`src/rtl/iterative_div_unit.sv`:
```
// Multi-cycle RV32M divide/remainder unit (DIV, DIVU, REM, REMU): restoring division, one quotient bit
// per cycle, then a sign-fix cycle. Optional feature macro: DIV_ZERO_FLAG_EN (adds div_by_zero output).

module iterative_div_unit #(
   parameter int WIDTH = 32
) (
   input  logic             clk,
   input  logic             reset,
   input  logic             start,
   input  logic [WIDTH-1:0] opA,
   input  logic [WIDTH-1:0] opB,
   input  logic [2:0]       func,
   output logic             busy,
   output logic             done,
   output logic [WIDTH-1:0] out
`ifdef DIV_ZERO_FLAG_EN
   ,
   output logic             div_by_zero
`endif
);

   localparam int CNT_W = (WIDTH > 1) ? $clog2(WIDTH) : 1;
   localparam logic [CNT_W-1:0] CNT_LAST = CNT_W'(WIDTH - 1);
   localparam logic [WIDTH-1:0] ALL_ONES = {WIDTH{1'b1}};
   localparam logic [WIDTH-1:0] MIN_NEG  = {1'b1, {(WIDTH-1){1'b0}}};

   typedef enum logic [2:0] {
      IDLE    = 3'd0,
      CALC    = 3'd1,
      FIX     = 3'd2,
      SPECIAL = 3'd3,
      DONE    = 3'd4
   } state_t;

   function automatic logic [WIDTH-1:0] negate(input logic [WIDTH-1:0] x);
      return (~x) + {{(WIDTH-1){1'b0}}, 1'b1};
   endfunction

   function automatic logic [WIDTH-1:0] cond_negate(input logic [WIDTH-1:0] x, input logic neg);
      return neg ? negate(x) : x;
   endfunction

   state_t           state;
   logic [WIDTH-1:0] dvd;
   logic [WIDTH-1:0] dvs;
   logic [WIDTH-1:0] rem;
   logic [WIDTH-1:0] quo;
   logic [WIDTH-1:0] dividend;
   logic [CNT_W-1:0] cnt;
   logic             sign_a;
   logic             sign_b;
   logic             want_rem;
   logic             spec_zero;
   logic             dz_flag;

   logic [WIDTH:0]   rem_shift;
   logic [WIDTH:0]   trial;
   logic [WIDTH-1:0] rem_next;
   logic             q_bit;
   logic             a_neg;
   logic             b_neg;
   logic             div_zero;
   logic             overflow;

   // One restoring step: the borrow out of the trial subtraction decides the quotient bit.
   always_comb begin
      rem_shift = {rem, dvd[WIDTH-1]};
      trial     = rem_shift - {1'b0, dvs};
      rem_next  = rem_shift[WIDTH-1:0];
      q_bit     = 1'b0;
      if (trial[WIDTH] == 1'b0) begin
         rem_next = trial[WIDTH-1:0];
         q_bit    = 1'b1;
      end else begin
         rem_next = rem_shift[WIDTH-1:0];
         q_bit    = 1'b0;
      end
   end

   // Operand classification at the accept point.
   always_comb begin
      a_neg    = ~func[0] & opA[WIDTH-1];
      b_neg    = ~func[0] & opB[WIDTH-1];
      div_zero = (opB == {WIDTH{1'b0}});
      overflow = ~func[0] & (opA == MIN_NEG) & (opB == ALL_ONES);
   end

   // Control FSM and datapath registers.
   always_ff @(posedge clk) begin
      if (reset) begin
         state     <= IDLE;
         dvd       <= {WIDTH{1'b0}};
         dvs       <= {WIDTH{1'b0}};
         rem       <= {WIDTH{1'b0}};
         quo       <= {WIDTH{1'b0}};
         dividend  <= {WIDTH{1'b0}};
         cnt       <= {CNT_W{1'b0}};
         sign_a    <= 1'b0;
         sign_b    <= 1'b0;
         want_rem  <= 1'b0;
         spec_zero <= 1'b0;
         dz_flag   <= 1'b0;
         busy      <= 1'b0;
         done      <= 1'b0;
         out       <= {WIDTH{1'b0}};
      end else begin
         done <= 1'b0;
         case (state)
            IDLE: begin
               if (start) begin
                  dvd       <= cond_negate(opA, a_neg);
                  dvs       <= cond_negate(opB, b_neg);
                  rem       <= {WIDTH{1'b0}};
                  quo       <= {WIDTH{1'b0}};
                  cnt       <= {CNT_W{1'b0}};
                  dividend  <= opA;
                  sign_a    <= a_neg;
                  sign_b    <= b_neg;
                  want_rem  <= func[1];
                  spec_zero <= div_zero;
                  dz_flag   <= 1'b0;
                  busy      <= 1'b1;
                  state     <= (div_zero || overflow) ? SPECIAL : CALC;
               end else begin
                  state <= IDLE;
               end
            end
            CALC: begin
               rem <= rem_next;
               dvd <= {dvd[WIDTH-2:0], 1'b0};
               quo <= {quo[WIDTH-2:0], q_bit};
               cnt <= cnt + CNT_W'(1);
               if (cnt == CNT_LAST) begin
                  state <= FIX;
               end else begin
                  state <= CALC;
               end
            end
            FIX: begin
               // Remainder takes the dividend's sign; quotient truncates toward zero.
               if (want_rem) begin
                  out <= cond_negate(rem, sign_a);
               end else begin
                  out <= cond_negate(quo, sign_a ^ sign_b);
               end
               busy  <= 1'b0;
               state <= DONE;
            end
            SPECIAL: begin
               if (spec_zero) begin
                  out     <= want_rem ? dividend : ALL_ONES;
                  dz_flag <= 1'b1;
               end else begin
                  out     <= want_rem ? {WIDTH{1'b0}} : MIN_NEG;
                  dz_flag <= 1'b0;
               end
               busy  <= 1'b0;
               state <= DONE;
            end
            DONE: begin
               done  <= 1'b1;
               busy  <= 1'b0;
               state <= IDLE;
            end
            default: begin
               busy  <= 1'b0;
               state <= IDLE;
            end
         endcase
      end
   end

`ifdef DIV_ZERO_FLAG_EN
   assign div_by_zero = dz_flag;
`endif

   iterative_div_unit_checker #(.WIDTH(WIDTH)) u_checker (
      .clk      (clk),
      .reset    (reset),
      .busy     (busy),
      .done     (done),
      .out_write((state == FIX) || (state == SPECIAL)),
      .out      (out)
   );

endmodule

// Protocol properties of the divider outputs.
module iterative_div_unit_checker #(
   parameter int WIDTH = 32
) (
   input logic             clk,
   input logic             reset,
   input logic             busy,
   input logic             done,
   input logic             out_write,
   input logic [WIDTH-1:0] out
);

   a_done_pulse: assert property (@(posedge clk) disable iff (reset) done |=> !done);
   a_done_not_busy: assert property (@(posedge clk) disable iff (reset) !(busy && done));
   a_out_stable: assert property (@(posedge clk) disable iff (reset) !out_write |=> $stable(out));

endmodule
```
`config.mk`:
```
export PLATFORM = sky130hd
export DESIGN_NAME = iterative_div_unit
export DESIGN_NICKNAME = d
export VERILOG_FILES = /design/src/rtl/iterative_div_unit.sv
export SDC_FILE = /design/constraint.sdc
export NUM_CORES = 1
export LEC_CHECK = 0
export CORE_ASPECT_RATIO = 1.25
export CORE_MARGIN = 5
export CORE_UTILIZATION = 60
export DETAILED_ROUTE_END_ITERATION = 16
export PLACE_DENSITY = 0.82
export SYNTH_ARGS = -nofsm -noshare
export SYNTH_HDL_FRONTEND = slang
export SYNTH_SLANG_ARGS = --single-unit
```
`constraint.sdc`:
```
create_clock -name clk -period 7.9 [get_ports clk]
set_input_delay 0.79 -clock clk [delete_from_list [all_inputs] [get_ports clk]]
set_output_delay 0.79 -clock clk [all_outputs]
set_load 0.05 [all_outputs]
```
run_1/pinout.png
Pins as bars across the die edge, other pins in gray.
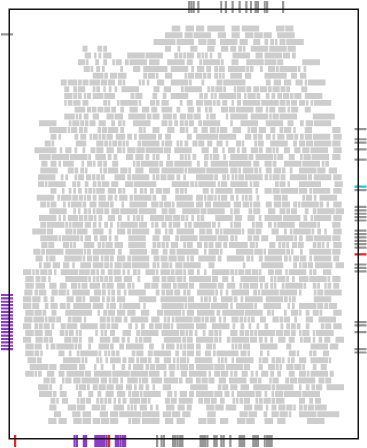
- red: func (pins 3; direction input; edge 2 south, 1 east)
- cyan: done (pins 1; direction output; edge east)
- purple: opB (pins 32; direction input; edge 17 west, 15 south)
- all pins by edge: 44 south, 27 east, 18 west, 15 north

run_1/clock_wires.png
The bar under the picture is 50 um long.
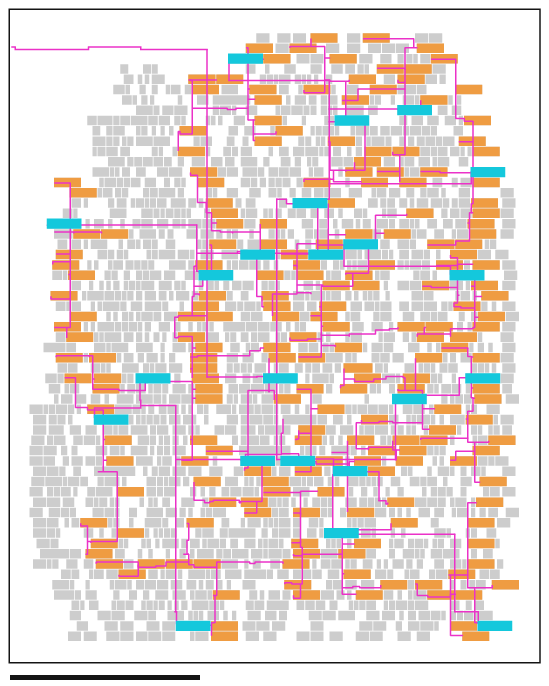
- cyan: clock-net drivers (count 22)
- magenta: clock wires (length 2500 um)
- orange: flip-flops (count 206)
- routed clock nets: 23
- flops lie: all over the die

run_1/layers.png
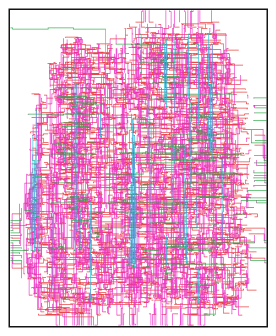
- cyan: M4 (wire length 2070 um)
- magenta: M2 (wire length 17600 um)
- red: M1 (wire length 13800 um)
- green: M3 (wire length 1960 um)

==> flow_metrics.env, run 1 <==
# implementation run metrics
export IMPL_nNonClkInverters=58
export IMPL_top_layer_used="met4"
export IMPL_vias=12100
export IMPL_nFillCells=1674
export IMPL_edf_count=0
export IMPL_pg_seq_mw=1.11
export IMPL_ir_worst_vdd_v=0.000184
export IMPL_gp_congestion=0.969
export IMPL_wl_met1_um=13800
export IMPL_hold_end="out[2]"
export IMPL_r2r_start="rem[0]"
export IMPL_clk_pin_slew_worst_paths_ns=0.06
export IMPL_yosysWarnings=0
export IMPL_fin_area_um2=14400
export IMPL_aoi_share=0.257
export IMPL_syn_to_final_growth_pct=14.6
export IMPL_drc_errors=0
export IMPL_die_x_um=140
export IMPL_slowest_delay_ns=0.49
export IMPL_fmax_ghz=0.272
export IMPL_flops=206
export IMPL_drt_antenna_violating_nets=0
export IMPL_finalSetupViolCount=0
export IMPL_ff2ff_setup_slack_ns=4.22
export IMPL_crit_family="AND-OR/OR-AND gates"
export IMPL_drt_vias_per_instance=6.19
export IMPL_reg2reg_to="rem[18]"
export IMPL_top_cell="nand2_1"
export IMPL_outcome="completed"
export IMPL_p_int_mw=1.88
export IMPL_sh_comb_area=0.544
export IMPL_busiest_layer="met2"
export IMPL_ios=104
export IMPL_power_clock_mw=1.06
export IMPL_sh_seq_area=0.286
export IMPL_clkPwrFrac=0.410
export IMPL_insertion_delay_ns=0.51
export IMPL_synthFlopType="dfxtp_1"
export IMPL_dp_hpwl_um=25500
export IMPL_post_route_cells_drive_above_1_share=0.0556
export IMPL_tapCellCount=274
export IMPL_ys_sh_mux=0.0279
export IMPL_finalNonFillerCells=1946
export IMPL_crit_chain="inv_1, fa_1, nand2b_1, a21oi_1, o21ai_1, a211oi_2, nor4_1, nor2_1, xor2_4, buf_4, mux2i_1, o21ai_0"
export IMPL_cp_arrival_ns=4.03
export IMPL_synth_top_area_share=0.328
export IMPL_firstDrtPassIters=6
export IMPL_mostFrequentLayoutCells="232 x nand2_1, 205 x dfxtp_1, 155 x a21oi_1"
export IMPL_htree_levels=1
export IMPL_max_slew_worst_pin_slew_ns=1.16
export IMPL_grt_use_total=0.283
export IMPL_synth_area_um2=12600
export IMPL_drv_cap=0
export IMPL_cp_max_fo=39
export IMPL_clkSinkCount=206
run_1/placed.png
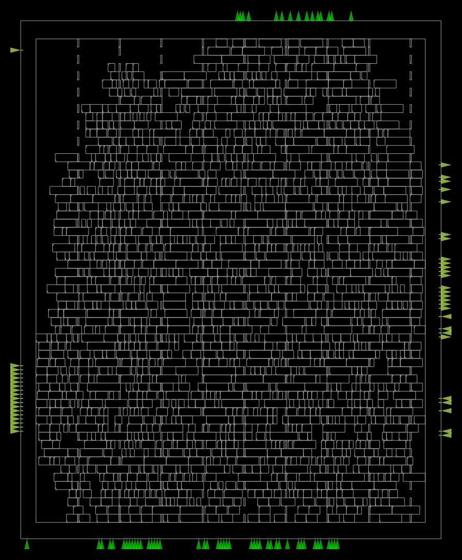

==> inputs of run 2 (changes only) <==
--- a/config.mk
+++ b/config.mk
@@ -7,9 +7,9 @@
 export LEC_CHECK = 0
 export CORE_ASPECT_RATIO = 1.25
 export CORE_MARGIN = 5
-export CORE_UTILIZATION = 60
+export CORE_UTILIZATION = 53
 export DETAILED_ROUTE_END_ITERATION = 16
-export PLACE_DENSITY = 0.82
+export PLACE_DENSITY = 0.77
 export SYNTH_ARGS = -nofsm -noshare
 export SYNTH_HDL_FRONTEND = slang
 export SYNTH_SLANG_ARGS = --single-unit
==> constraint.sdc (replaced) <==
create_clock -name clk -period 3.24 [get_ports clk]
set_input_delay 0.324 -clock clk [delete_from_list [all_inputs] [get_ports clk]]
set_output_delay 0.324 -clock clk [all_outputs]
set_load 0.05 [all_outputs]
run_2/placed.png
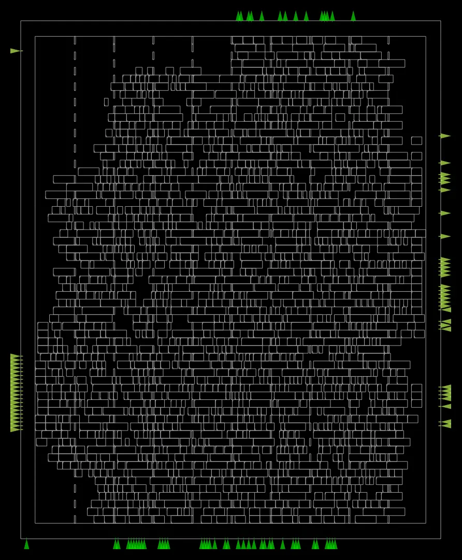
CORE AREA: 23600 um2
Seq/total area: 0.278
Tapcells: 292
Layout Cells excl Fill: 2003
Final Core Density: 0.630

==> run 2 against run 1 <==
  * Die area grew 12%
  * Cell count grew 2.9%
  * Critical path type unchanged
  * Routed wire length grew 3.4%
==> flow_metrics.env, run 2 <==
# implementation run metrics
export IMPL_power_clock_mw=2.60
export IMPL_yosysWarnings=0
export IMPL_mostFrequentLayoutCells="232 x nand2_1, 205 x dfxtp_1, 154 x a21oi_1"
export IMPL_synth_area_um2=12600
export IMPL_busiest_layer="met2"
export IMPL_hold_end="cnt[1]"
export IMPL_drc_errors=0
export IMPL_reg2reg_to="rem[20]"
export IMPL_insertion_delay_ns=0.52
export IMPL_ys_types=82
export IMPL_ys_sh_mux=0.0279
export IMPL_r2r_start="dvd[31]"
export IMPL_syn_area_per_cell_um2=7.75
export IMPL_syn_to_final_growth_pct=17.9
export IMPL_wl_met1_um=14800
export IMPL_htree_levels=1
export IMPL_dp_hpwl_um=26800
export IMPL_synth_top_area_share=0.328
export IMPL_drv_cap=0
export IMPL_edf_count=0
export IMPL_firstDrtPassIters=5
export IMPL_fmax_ghz=0.322
export IMPL_top_layer_used="met4"
export IMPL_cp_max_fo=7
export IMPL_vias=12200
export IMPL_synthFlopType="dfxtp_1"
export IMPL_crit_chain="inv_1, ha_2, fa_2, nand2b_4, a21oi_4, o21ai_2, a211oi_2, nor4_2, nor2_2, xor2_4, buf_4, clkbuf_16, mux2i_1, o21ai_0"
export IMPL_p_int_mw=4.60
export IMPL_aoi_share=0.257
export IMPL_ios=104
export IMPL_finalSetupViolCount=0
export IMPL_gp_congestion=0.975
export IMPL_outcome="completed"
export IMPL_drt_antenna_violating_nets=0
export IMPL_top_cell="nand2_1"
export IMPL_nNonClkInverters=58
export IMPL_die_x_um=148
export IMPL_clkPwrFrac=0.408
export IMPL_grt_use_total=0.260
export IMPL_nFillCells=2036
export IMPL_drt_vias_per_instance=6.11
